File: config.mk
export PLATFORM = sky130hd
export DESIGN_NAME = testing_wb_slave
export DESIGN_NICKNAME = d
export VERILOG_FILES = /design/src/rtl/testing_wb_slave.sv
export SDC_FILE = /design/constraint.sdc
export NUM_CORES = 1
export LEC_CHECK = 0
export CAP_MARGIN = 10
export CORE_MARGIN = 5
export CORE_UTILIZATION = 55
export CTS_BUF_LIST = sky130_fd_sc_hd__clkbuf_4 sky130_fd_sc_hd__clkbuf_8
export CTS_CLUSTER_SIZE = 25
export DETAILED_ROUTE_END_ITERATION = 8
export MAX_ROUTING_LAYER = met4
export PLACE_DENSITY_LB_ADDON = 0.1
export SYNTH_ARGS = -nofsm -noshare
export SYNTH_HDL_FRONTEND = slang
export SYNTH_SLANG_ARGS = --single-unit
File: constraint.sdc
create_clock -name wb_clk -period 2.9 [get_ports wb_clk]
set_input_delay 0.58 -clock wb_clk [delete_from_list [all_inputs] [get_ports wb_clk]]
set_output_delay 0.58 -clock wb_clk [all_outputs]
set_load 0.005 [all_outputs]
File: src/rtl/testing_wb_slave.sv
`default_nettype none
// ============================================================================
// Module   : testing_wb_slave
// Purpose  : Wishbone classic-cycle target with a byte-addressable register
//            file. The number of wait states and retry injection are set at
//            run time. Accesses outside the decoded window end with an error.
// Ports    : wb_clk, wb_rst_n      - bus clock, async active-low reset
//            wb_adr_i/dat_i/sel_i  - byte address, write data, lane enables
//            wb_we_i/cyc_i/stb_i   - direction, cycle, strobe
//            wb_cti_i/bte_i        - burst tags (accepted, ignored)
//            wb_dat_o              - read data (registered)
//            wb_ack_o/err_o/rty_o  - one-cycle terminations (registered)
//            wait_cycles           - wait states, sampled at acceptance
//            rty_inject            - force retry, sampled at acceptance
//            access_count          - saturating count of acked accesses
// Revision : 1.0 - initial release
// ============================================================================
module testing_wb_slave #(
  parameter int dw = 32,
  parameter int aw = 32,
  parameter int DEPTH_LOG2 = 4,
  parameter logic [aw-1:0] BASE_ADDR = '0
) (
  input  logic          wb_clk,
  input  logic          wb_rst_n,
  input  logic [aw-1:0] wb_adr_i,
  input  logic [dw-1:0] wb_dat_i,
  input  logic [3:0]    wb_sel_i,
  input  logic          wb_we_i,
  input  logic          wb_cyc_i,
  input  logic          wb_stb_i,
  input  logic [2:0]    wb_cti_i,
  input  logic [1:0]    wb_bte_i,
  output logic [dw-1:0] wb_dat_o,
  output logic          wb_ack_o,
  output logic          wb_err_o,
  output logic          wb_rty_o,
  input  logic [3:0]    wait_cycles,
  input  logic          rty_inject,
  output logic [15:0]   access_count
);

  localparam int c_DEPTH = 2 ** DEPTH_LOG2;
  // Address bits below this boundary select a word/byte inside the window.
  localparam logic [aw-1:0] c_WIN_MASK = ~(aw'(4 * c_DEPTH - 1));

  localparam logic [1:0] c_IDLE = 2'd0;
  localparam logic [1:0] c_WAIT = 2'd1;
  localparam logic [1:0] c_RESP = 2'd2;

  // --------------------------------------------------------------------------
  // State
  // --------------------------------------------------------------------------
  logic [1:0]            r_state;
  logic [3:0]            r_wcnt;
  logic [DEPTH_LOG2-1:0] r_idx;
  logic                  r_we;
  logic [3:0]            r_sel;
  logic [dw-1:0]         r_dat;
  logic                  r_in_range;
  logic                  r_rty_req;
  logic [dw-1:0]         r_mem [c_DEPTH];

  logic [dw-1:0]         r_dat_o;
  logic                  r_ack;
  logic                  r_err;
  logic                  r_rty;
  logic [15:0]           r_count;

  // --------------------------------------------------------------------------
  // Request decode
  // --------------------------------------------------------------------------
  logic                  w_req;
  logic                  w_in_range_live;
  logic                  w_idle;
  logic [DEPTH_LOG2-1:0] w_eff_idx;
  logic                  w_eff_we;
  logic [3:0]            w_eff_sel;
  logic [dw-1:0]         w_eff_dat;
  logic                  w_eff_in_range;
  logic                  w_eff_rty;
  logic                  w_respond;
  logic                  w_do_ack;
  logic                  w_do_err;
  logic                  w_do_rty;
  logic [dw-1:0]         w_rd_word;
  logic                  w_unused_ok;

  assign w_req           = wb_cyc_i & wb_stb_i;
  assign w_in_range_live = (wb_adr_i & c_WIN_MASK) == BASE_ADDR;
  assign w_idle          = (r_state == c_IDLE);

  // A zero-wait access terminates on the same edge that accepts it, so the
  // response is formed from the live bus; otherwise from the latched copy.
  assign w_eff_idx      = w_idle ? wb_adr_i[DEPTH_LOG2+1:2] : r_idx;
  assign w_eff_we       = w_idle ? wb_we_i         : r_we;
  assign w_eff_sel      = w_idle ? wb_sel_i        : r_sel;
  assign w_eff_dat      = w_idle ? wb_dat_i        : r_dat;
  assign w_eff_in_range = w_idle ? w_in_range_live : r_in_range;
  assign w_eff_rty      = w_idle ? rty_inject      : r_rty_req;

  // Dropping cyc/stb on the final wait edge still aborts the access.
  assign w_respond = w_req &
                     ((w_idle && (wait_cycles == 4'd0)) ||
                      ((r_state == c_WAIT) && (r_wcnt == 4'd1)));

  // Termination priority: err > rty > ack.
  assign w_do_err = w_respond & ~w_eff_in_range;
  assign w_do_rty = w_respond &  w_eff_in_range &  w_eff_rty;
  assign w_do_ack = w_respond &  w_eff_in_range & ~w_eff_rty;

  assign w_rd_word = r_mem[w_eff_idx];

  // Burst tags play no part in the single-access protocol.
  assign w_unused_ok = ^{wb_cti_i, wb_bte_i};

  // --------------------------------------------------------------------------
  // Control FSM and request latch
  // --------------------------------------------------------------------------
  always_ff @(posedge wb_clk or negedge wb_rst_n) begin
    if (!wb_rst_n) begin
      r_state    <= c_IDLE;
      r_wcnt     <= 4'd0;
      r_idx      <= '0;
      r_we       <= 1'b0;
      r_sel      <= 4'd0;
      r_dat      <= '0;
      r_in_range <= 1'b0;
      r_rty_req  <= 1'b0;
    end else begin
      case (r_state)
        c_IDLE: begin
          if (w_req) begin
            r_idx      <= wb_adr_i[DEPTH_LOG2+1:2];
            r_we       <= wb_we_i;
            r_sel      <= wb_sel_i;
            r_dat      <= wb_dat_i;
            r_in_range <= w_in_range_live;
            r_rty_req  <= rty_inject;
            r_wcnt     <= wait_cycles;
            r_state    <= (wait_cycles != 4'd0) ? c_WAIT : c_RESP;
          end
        end
        c_WAIT: begin
          if (!w_req) begin
            r_state <= c_IDLE;
          end else if (r_wcnt == 4'd1) begin
            r_state <= c_RESP;
          end else begin
            r_wcnt <= r_wcnt - 4'd1;
          end
        end
        c_RESP: begin
          r_state <= c_IDLE;
        end
        default: begin
          r_state <= c_IDLE;
        end
      endcase
    end
  end

  // --------------------------------------------------------------------------
  // Register file: lane-masked write on an acked write only
  // --------------------------------------------------------------------------
  always_ff @(posedge wb_clk or negedge wb_rst_n) begin
    if (!wb_rst_n) begin
      for (int i = 0; i < c_DEPTH; i++) begin
        r_mem[i] <= '0;
      end
    end else if (w_do_ack && w_eff_we) begin
      for (int b = 0; b < 4; b++) begin
        if (w_eff_sel[b]) begin
          r_mem[w_eff_idx][8*b +: 8] <= w_eff_dat[8*b +: 8];
        end
      end
    end
  end

  // --------------------------------------------------------------------------
  // Registered responses; every non-response cycle returns them to zero
  // --------------------------------------------------------------------------
  always_ff @(posedge wb_clk or negedge wb_rst_n) begin
    if (!wb_rst_n) begin
      r_dat_o <= '0;
      r_ack   <= 1'b0;
      r_err   <= 1'b0;
      r_rty   <= 1'b0;
      r_count <= 16'd0;
    end else begin
      r_ack   <= w_do_ack;
      r_err   <= w_do_err;
      r_rty   <= w_do_rty;
      r_dat_o <= (w_do_ack && !w_eff_we) ? w_rd_word : '0;
      if (w_do_ack && (r_count != 16'hFFFF)) begin
        r_count <= r_count + 16'd1;
      end
    end
  end

  assign wb_dat_o     = r_dat_o;
  assign wb_ack_o     = r_ack;
  assign wb_err_o     = r_err;
  assign wb_rty_o     = r_rty;
  assign access_count = r_count;

endmodule
`default_nettype wire

==> Changelog: implementation <==
### Metrics

* Port Buffer Count at 126
* Gate power share at 11.9%
* Power Internal at 0.01388 W
* Achievable Freq at 0.3585 GHz
* Syn nets at 2168
* Leak pwr at 15.95 nW
* Cell count after placement at 2831
* Num ports at 134
* Max-slew violation count at 0
* Layout cells sized above 1 at 34.86%
* H-Tree Level Count at 3
* Crit path capture type: flop
* Final period utilization at 96.19%
* Asr flop ratio synth at 100.0%
* YS warnings at 0
* First-pass iteration count of the detailed router at 5
* Peak supply drop at 0.0003159 V
* Highest metal used: met4
* Routed Antenna Nets at 0
* Run status: finished, final reports clean
* Largest net degree at the start of global routing at 111
* Worst setup SP type: flop
* Highest-count logic cell in the final layout: dfrtp_1
* Number of enable flip-flop cells at 0
* Post-synth regs at 612
* CTS max path bufs at 3
* Pwr/cell area at 586.0 mW/mm^2
* CTS Sinks at 612
* Most Crowded Layer GR: met2
* Placer Congestion at 0.8230
* Initial Util at 55.67%
* DIE AREA at 0.05293 mm^2
* Fill cell count at 3520
* DRT iter0 DRCs at 1195
* Commonest flop: dfrtp_1
* Root Buffer: clkbuf_8
* Tool Warnings at 37
* Site row count at 80
* Switch Pwr at 0.004842 W
* CP Data Required Time at 3.45 ns
* Sequential share of the synthesized area at 57.49%
* Yosys Chip Area at 0.02664 mm^2
* Worst-path maximum fanout at 11
* HPWL after detailed placement at 44770 um
* Most numerous logic cells after layout: dfrtp_1 (612), mux2_2 (423), o22ai_1 (256)
* CP Class: flop to flop
* Clock skew at 0.02037 ns
* First-pass GRT wire length at 107400 um
* Gate Area at 0.01081 mm^2
* Metal-1 WL at 30160 um
* Inserted Clock Buffers at 99
* Initial antenna violation count at 1
* Die x size at 230.1 um
* Fin cells at 3011
* Syn_area_per_cell at 12.79 um^2
* Yosys Instances at 2082
* Yosys cell types at 50
* Via count at 18126
* Remaining DRCs at 0
* Worst Tran Pin Value at 0.9983 ns
* GRT Total Usage at 26.09%
* Min Hold Slack at 0.4452 ns
* Final hold vios at 0
* RSZ-0062 raised after global routing: false
* Met2 Track Usage GR at 39.65%
* Core ar. at 0.04785 mm^2
* Fin nets at 2404
* Register area at 0.01531 mm^2
* Arrival time at the worst endpoint at 3.34 ns
* Endpoints failing setup at 0
* Setup bufs post-CTS at 0
* Dominant cell area share at 57.49%
* Min Tclk post-route at 2.790 ns
* Synthesized cell area at 0.02664 mm^2
* Post-synth top area cell: dfrtp_1
* GRT met1 Usage at 36.15%
* Main area contributors: dfrtp_1 (57%), mux2_2 (18%), o22ai_1 (6.0%)
* Layout area overhead at 19.92%
* Wire per inst at 22.16 um
* Max-slew headroom at 33.43%
* Met3 Routed Length at 4350 um
[sequential cells by signal, indices dropped and copies added, names as in the netlist, 2 cells and up]
| name | flops |
|---|---|
| r_sel | 4 |
| r_mem | 512 |
| r_wcnt | 4 |
| r_dat | 32 |
| r_idx | 4 |
| r_state | 2 |
| wb_dat_o | 32 |
| access_count | 16 |
[worst max-delay path: stages, from the launching register on]
cell and delay [ns]:
dfrtp_1 0.40, inv_1 0.09, ha_1 0.16, nor4bb_1 0.45
o21ai_1 0.21, buf_12 0.19, nor4_4 0.34, buf_12 0.21
buf_12 0.12, nand2_4 0.11, mux2_4 0.35
[layout make-up]
class | instances | area share [%]
multi-input cells | 1316 | 33.85
inverters | 23 | 0.2703
repair buffers | 266 | 8.907
flip-flops and latches | 612 | 47.94
clock inverters | 15 | 0.2507
clock buffers | 163 | 6.357
well taps | 615 | 2.409
diodes | 1 | 0.007834
[kinds of logic after synthesis]
logic type	Yosys count	synth area share, %
AND/OR/NAND/NOR	328	6.402
buffers and inverters	154	2.334
adder cells (fa/ha/maj)	3	0.1409
AND-OR/OR-AND	411	9.070
multiplexers	560	24.10
flip-flops	612	57.49
XOR/XNOR	14	0.4603
[synthesized netlist by cell type, types with 2 or more instances]
cell type and n:
and3_1 4, inv_1 23, or4_1 2, nor2b_1 4, buf_6 2, nor4b_1 2, nand2_2 35, nor2_1 60
xnor2_1 13, o21ai_0 138, o22ai_1 256, nand2_1 125, nor3b_1 2, buf_1 16, o21a_1 2, mux2_1 100
mux2i_1 5, nand2b_1 4, a31oi_1 4, nor4_4 4, nand2_4 10, buf_4 4, dfrtp_1 612, and2_1 2
a21oi_1 3, nand3b_1 2, o31ai_1 2, mux2_4 32, mux2_2 423, nand3_1 13, nor4_1 6, ha_1 3
clkbuf_1 106, buf_2 2, nand4_1 41, nor3_1 5, nor4bb_1 2
[per-stage QoR]
step	total power [W]	area [um^2]	util (%)	setup slack (ns)
floorplan	0.009999	26640	-	0.02115
global placement	0.01107	29820	62.32	-0.4229
detailed placement	0.01112	29820	62.32	-0.4803
CTS	0.01887	31940	66.75	0.1242
global route	0.01952	31940	66.76	0.008148
finish	0.01872	31940	66.76	0.1104
[worst paths after layout]
check                      cells past startpoint  slack, ns          endpoint             start
min reg2reg                                    1       0.49  access_count[10]  access_count[10]
max                                           10       0.11        r_mem[188]         r_wcnt[1]
min in group wb_clk                            1       0.49  access_count[10]  access_count[10]
max reg2reg                                   10       0.11        r_mem[188]         r_wcnt[1]
max in group asynchronous                      3       1.51        r_mem[135]          wb_rst_n
min                                            2       0.45      wb_dat_o[18]          wb_rst_n
[power groups by stage]
stage               Sequential, W  Clock (W)  Combinational, W
floorplan                 0.00888          0           0.00112
global placement          0.00889          0           0.00218
detailed placement        0.00891          0           0.00222
CTS                       0.00875    0.00789           0.00223
global route              0.00876    0.00833           0.00242
finish                    0.00876    0.00773           0.00223
[repair_timing]
action / 4_1_cts / 5_1_grt
gates resized: 0 / 1
hold endpoints to repair: 42 / 0
endpoints found under the setup margin: 0 / 2
hold buffers: 1 / 0
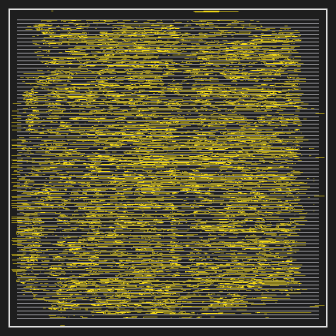
(images/m1.png)
Supply wires on this layer in gray.
wire length on this layer: 30.2 mm
nets with wire on the layer: 2286

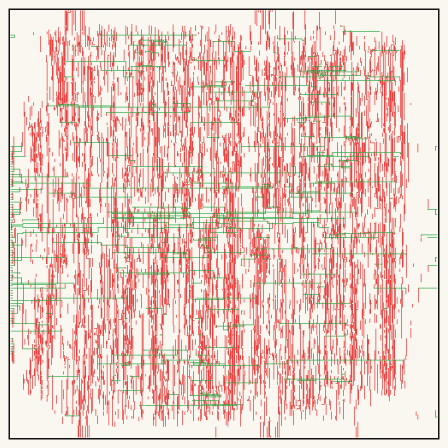
(images/layers.png)
Two of the layers only.
| layer | color | wire length |
|---|---|---|
| M2 | red | 30.8 mm |
| M3 | green | 4350 um |

Power figures rest on the tool's default switching activity, not on a simulated workload.
